[config.mk]
export PLATFORM = sky130hd
export DESIGN_NAME = fsk_frame_tx
export DESIGN_NICKNAME = d
export VERILOG_FILES = /design/src/rtl/fsk_pkg.sv /design/src/rtl/bit_timer.sv /design/src/rtl/fsk_frame_tx.sv
export SDC_FILE = /design/constraint.sdc
export NUM_CORES = 1
export LEC_CHECK = 0
export ABC_AREA = 1
export CAP_MARGIN = 20
export CORE_ASPECT_RATIO = 0.7
export CORE_MARGIN = 1.5
export CORE_UTILIZATION = 56
export DETAILED_ROUTE_END_ITERATION = 10
export GPL_TIMING_DRIVEN = 0
export PLACE_DENSITY = 0.79
export SLEW_MARGIN = 0
export SYNTH_ARGS = -nofsm -noshare
export SYNTH_HDL_FRONTEND = slang
export SYNTH_HIERARCHICAL = 1
export SYNTH_SLANG_ARGS = --single-unit
[constraint.sdc]
create_clock -name clk -period 2.1 [get_ports clk]
set_input_delay 0.42 -clock clk [delete_from_list [all_inputs] [get_ports clk]]
set_output_delay 0.42 -clock clk [all_outputs]
set_load 0.01 [all_outputs]
[src/rtl/fsk_pkg.sv]
// Shared definitions for the FSK frame transmit/receive path: line levels,
// the checked-word width and the frame state encoding.
package fsk_pkg;

  // Frame sequencer states.
  typedef enum logic [1:0] {
    ST_IDLE  = 2'd0,
    ST_START = 2'd1,
    ST_DATA  = 2'd2,
    ST_STOP  = 2'd3
  } fsk_state_e;

  // Line levels as seen by the modulator.
  localparam logic MARK  = 1'b1;
  localparam logic SPACE = 1'b0;

  // Width of the checked word (8 data bits + 1 check bit).
  localparam int unsigned CHK_W = 9;

  // Counter width able to hold 0..n-1, never narrower than one bit.
  function automatic int unsigned cnt_width(input int unsigned n);
    return (n > 1) ? $clog2(n) : 1;
  endfunction

endpackage

[src/rtl/bit_timer.sv]
// Per-bit cycle counter shared by the transmit and receive paths.
// Both ticks are look-ahead decodes of the counter's next value, so a
// consumer can register them and see them aligned with the bit they describe:
//   tick_start - the next clock is the first clock of a bit (count 0)
//   tick_last  - the next clock is the last clock of a bit (count BIT_CYCLES-1)
module bit_timer
  import fsk_pkg::*;
#(
  parameter int unsigned BIT_CYCLES = 16
) (
  input  logic clk,
  input  logic rst_n,
  input  logic restart,
  input  logic en,
  output logic tick_start,
  output logic tick_last
);

  localparam int unsigned CNT_W = cnt_width(BIT_CYCLES);
  localparam logic [CNT_W-1:0] CNT_LAST = CNT_W'(BIT_CYCLES - 1);

  logic [CNT_W-1:0] cnt_q;
  logic [CNT_W-1:0] cnt_d;

  // Next count: forced to zero on restart, otherwise wraps at BIT_CYCLES-1 while enabled.
  always_comb begin
    cnt_d = cnt_q;
    if (restart) begin
      cnt_d = '0;
    end else if (en) begin
      cnt_d = (cnt_q == CNT_LAST) ? '0 : cnt_q + CNT_W'(1);
    end
  end

  // Counter register.
  always_ff @(posedge clk or negedge rst_n) begin
    if (!rst_n) begin
      cnt_q <= '0;
    end else begin
      cnt_q <= cnt_d;
    end
  end

  assign tick_start = (cnt_d == '0);
  assign tick_last  = (cnt_d == CNT_LAST);

endmodule

[src/rtl/fsk_frame_tx.sv]
// Bit-serial frame transmitter: start bit, DATA_W word bits LSB first, then
// STOP_BITS stop bits, each held BIT_CYCLES clocks. All outputs are flops
// loaded from the decoded next state, so they line up with the bit on the line.
module fsk_frame_tx
  import fsk_pkg::*;
#(
  parameter int unsigned DATA_W     = CHK_W,
  parameter int unsigned BIT_CYCLES = 16,
  parameter int unsigned STOP_BITS  = 1
) (
  input  logic              clk,
  input  logic              rst_n,
  input  logic [DATA_W-1:0] din,
  input  logic              din_valid,
  output logic              din_ready,
  output logic              bit_out,
  output logic              bit_strobe,
  output logic              busy,
  output logic              frame_done
);

  localparam logic [1:0] S_IDLE  = ST_IDLE;
  localparam logic [1:0] S_START = ST_START;
  localparam logic [1:0] S_DATA  = ST_DATA;
  localparam logic [1:0] S_STOP  = ST_STOP;

  localparam int unsigned IDX_W = $clog2(DATA_W + 1);
  localparam int unsigned SB_W  = cnt_width(STOP_BITS);
  localparam logic [IDX_W-1:0] IDX_LAST = IDX_W'(DATA_W - 1);
  localparam logic [SB_W-1:0]  SB_LAST  = SB_W'(STOP_BITS - 1);
  // With one clock per bit the counter sits on its last value from reset.
  localparam logic LAST_AT_RESET = (BIT_CYCLES == 1);

  logic [1:0]        state_q, state_d;
  logic [DATA_W-1:0] shreg_q, shreg_d;
  logic [IDX_W-1:0]  idx_q, idx_d;
  logic [SB_W-1:0]   stop_q, stop_d;
  logic              last_q;
  logic              bit_out_q, bit_out_d;
  logic              bit_strobe_q, bit_strobe_d;
  logic              busy_q, busy_d;
  logic              frame_done_q, frame_done_d;
  logic              din_ready_q, din_ready_d;

  logic handshake;
  logic bit_end;
  logic timer_en;
  logic timer_restart;
  logic tick_start;
  logic tick_last;

  assign handshake     = din_valid && din_ready_q;
  assign timer_en      = (state_q != S_IDLE);
  assign timer_restart = (state_q == S_IDLE) && handshake;
  // Current clock is the final clock of the bit being sent.
  assign bit_end       = last_q && (state_q != S_IDLE);

  bit_timer #(
    .BIT_CYCLES(BIT_CYCLES)
  ) u_bit_timer (
    .clk       (clk),
    .rst_n     (rst_n),
    .restart   (timer_restart),
    .en        (timer_en),
    .tick_start(tick_start),
    .tick_last (tick_last)
  );

  // Frame sequencing: word capture, data shifting, bit and stop-bit counting.
  always_comb begin
    state_d = state_q;
    shreg_d = shreg_q;
    idx_d   = idx_q;
    stop_d  = stop_q;
    case (state_q)
      S_IDLE: begin
        if (handshake) begin
          shreg_d = din;
          state_d = S_START;
        end
      end
      S_START: begin
        if (bit_end) begin
          idx_d   = '0;
          state_d = S_DATA;
        end
      end
      S_DATA: begin
        if (bit_end) begin
          shreg_d = shreg_q >> 1;
          if (idx_q == IDX_LAST) begin
            idx_d   = '0;
            stop_d  = '0;
            state_d = S_STOP;
          end else begin
            idx_d = idx_q + IDX_W'(1);
          end
        end
      end
      S_STOP: begin
        if (bit_end) begin
          if (stop_q == SB_LAST) begin
            stop_d = '0;
            if (handshake) begin
              // Back-to-back: next start bit follows the last stop clock directly.
              shreg_d = din;
              state_d = S_START;
            end else begin
              state_d = S_IDLE;
            end
          end else begin
            stop_d = stop_q + SB_W'(1);
          end
        end
      end
      default: state_d = S_IDLE;
    endcase
  end

  // Output decode from the next state so every output can be a plain flop.
  always_comb begin
    busy_d       = (state_d != S_IDLE);
    bit_strobe_d = busy_d && tick_start;
    frame_done_d = (state_d == S_STOP) && (stop_d == SB_LAST) && tick_last;
    din_ready_d  = !busy_d || frame_done_d;
    case (state_d)
      S_START: bit_out_d = SPACE;
      S_DATA:  bit_out_d = shreg_d[0];
      default: bit_out_d = MARK;
    endcase
  end

  // State, datapath and output registers; reset parks the line at mark.
  always_ff @(posedge clk or negedge rst_n) begin
    if (!rst_n) begin
      state_q      <= S_IDLE;
      shreg_q      <= '0;
      idx_q        <= '0;
      stop_q       <= '0;
      last_q       <= LAST_AT_RESET;
      bit_out_q    <= MARK;
      bit_strobe_q <= 1'b0;
      busy_q       <= 1'b0;
      frame_done_q <= 1'b0;
      din_ready_q  <= 1'b1;
    end else begin
      state_q      <= state_d;
      shreg_q      <= shreg_d;
      idx_q        <= idx_d;
      stop_q       <= stop_d;
      last_q       <= tick_last;
      bit_out_q    <= bit_out_d;
      bit_strobe_q <= bit_strobe_d;
      busy_q       <= busy_d;
      frame_done_q <= frame_done_d;
      din_ready_q  <= din_ready_d;
    end
  end

  assign bit_out    = bit_out_q;
  assign bit_strobe = bit_strobe_q;
  assign busy       = busy_q;
  assign frame_done = frame_done_q;
  assign din_ready  = din_ready_q;

endmodule
Power grid:
(6 px per um) Pins as bars on the die edge.
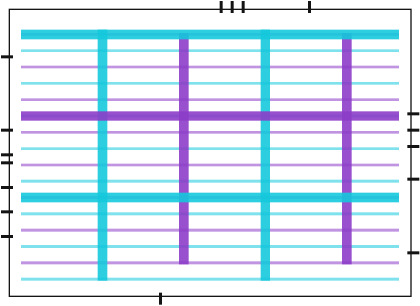
| color | net |
|---|---|
| cyan | VSS |
| purple | VDD |
met1 rails: 16
signal pins: 17
met4 straps: 4
met5 straps: 3
rows: 15

Routing congestion map:
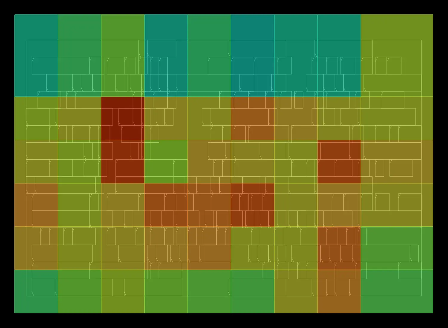
met2 usage: 47.4%
total global-route track usage: 27.2%

Placement by cell class:
(8 px per um) Fill, decap, tap and diode cells in gray.
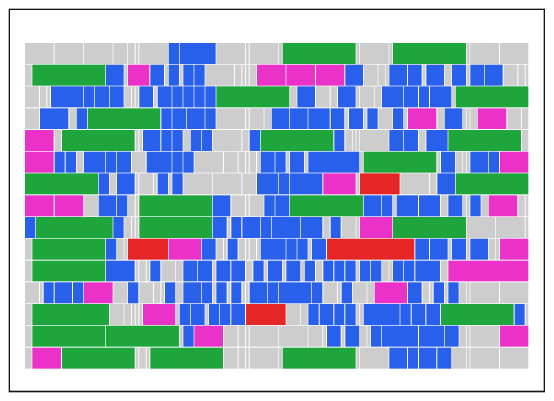
| color | class | cells | share of their area |
|---|---|---|---|
| magenta | remaining buffers and delay cells | 23 | 14% |
| blue | remaining logic cells | 168 | 47% |
| red | clock drivers and dummy loads | 4 | 3.8% |
| green | registers | 26 | 35% |

==> changes_impl.md <==
### Physical design

- Top reg by flops: shreg_q
- Largest net degree at the start of global routing: 17
- Status: complete, no violations
- Worst VDD drop: between 0.5 and 0.6 mV
- DRT Pass-1 Iters: 4
- Antenna violations before repair: 0
- Non-filler instance count after layout: ~260
- Grt ovf: 0
- Cell count after synthesis: roughly 200
- HP Class: input pin to asynchronous set/reset pin
- Met2 routed WL: 1830 um
- Most frequent cells in the layout: 29 x nand2_1, 26 x inv_1, 26 x nand3_1
- Final min period: 1.95 ns
- Drt drc: 0
- Drt wl/cell: between 10 and 15 um
- Area grow syn2layout: 19.5%
- Routed length on met1: about 1700 um
- Htree depth: 1
- Final Wtd Congestion: between 0.8 and 0.9
- Yosys Instances: approximately 200
- PwrDens: roughly 510 nW/um^2
- GR Layer Usage met1: about a third
- IO buf count: 16
- Largest cell class: multi-input combinational cells
- DP HPWL: 2750 um
- Antenna diodes: 0
- Met3 wire len: around 220 um
- Slowest-stage cell, CP: clkdlybuf4s50_1
- Reg-to-reg startpoint: state_q[0]
- Max layer used: met4
- ClkCell Share: under 10%
- Via density: 5.50
- Worst reg2reg path endpoint: din_ready
- Post-Route WL: ~3800 um
- Worst Path Arrival: 2.17 ns
- Placed cell areas: 1820 um^2
- Worst-margin pin slew: 0.615 ns
- Hold_buf cts: 0
- Internal power: between 0.7 and 0.8 mW
- MI comb cells: around 140
- Non-CTS inverters: 32
- Simple-Gate Area Share: around a third
- Tot Pwr: just under 1 mW
- Initial DRC count: about 110
- Seq/total area: 34.4%
- Final setup fails: 0
- CTS buffer count: 3
- Cell Chain, Critical Path: clkdlybuf4s50_1, nand2_2, clkbuf_4, nor2_1, inv_2, nand3_1, inv_2, nand3_2, nor2_2, inv_1, nor2_1, nand3_2, nand2_1
- Xor+xnor area frac: under 10%
- Vias in the first global route: 1369
- Log Warnings: 27
- Root buffer cell: clkbuf_8
- Bufs on Longest Clock Path: 2
- Cycle use final: between 90% and 100%
- Crit path launch: din_valid
- Aoi/oai-family share of the synthesized area: around a tenth
- Top logic family: simple AND/OR/NAND/NOR gates
- CP startpoint kind: input pin
- Worst reg2reg setup slack: 0.28 ns
- Final Core Density: between 70% and 80%
- Crit-path max FO: 10
- Top flop regs: shreg_q (9), idx_q (4), u_bit_timer/cnt_q (4)
- Pleak: 0.918 nW
- Top Usage Layer GRT: met2
- Fin. Hold Viols: 0
- Die x size: ~67 um
- Register area: between 600 and 700 um^2
- Worst Setup End Kind: flop
- CP Class: input pin to flop
- Signal buf overhead: about an eighth
- Sw Pwr: 0.181 mW
- Crit path to: din_ready
- Ys flops: 26
- Mapped Area: around 1600 um^2
power by group through the flow:
stage | clock, mW | combinational [mW] | sequential (mW)
after floorplan | 0 | 0.0000389 | 0.510
after global placement | 0 | 0.0293 | 0.510
after detailed placement | 0 | 0.0372 | 0.510
after CTS | 0.434 | 0.0376 | 0.500
after global routing | 0.451 | 0.0401 | 0.501
final | 0.423 | 0.0366 | 0.500
Yosys cell counts, drive strengths merged:
library cell  instances
nand2                35
nor3                  1
a21boi                1
o21ai                 7
nand3                30
nor2                 23
buf                   6
nand4                 4
o211ai                8
dfrtp                24
dfstp                 2
ha                    3
inv                  32
xor2                  2
a21oi                 9
or2                  13
timing repair:
item / 4_1_cts / 5_1_grt
setup endpoints to repair: 0 / 2
gates resized: 0 / 5
endpoints found under the hold margin: 0 / 0
setup buffers: 0 / 0
Power is estimated from default activity; no workload was simulated.
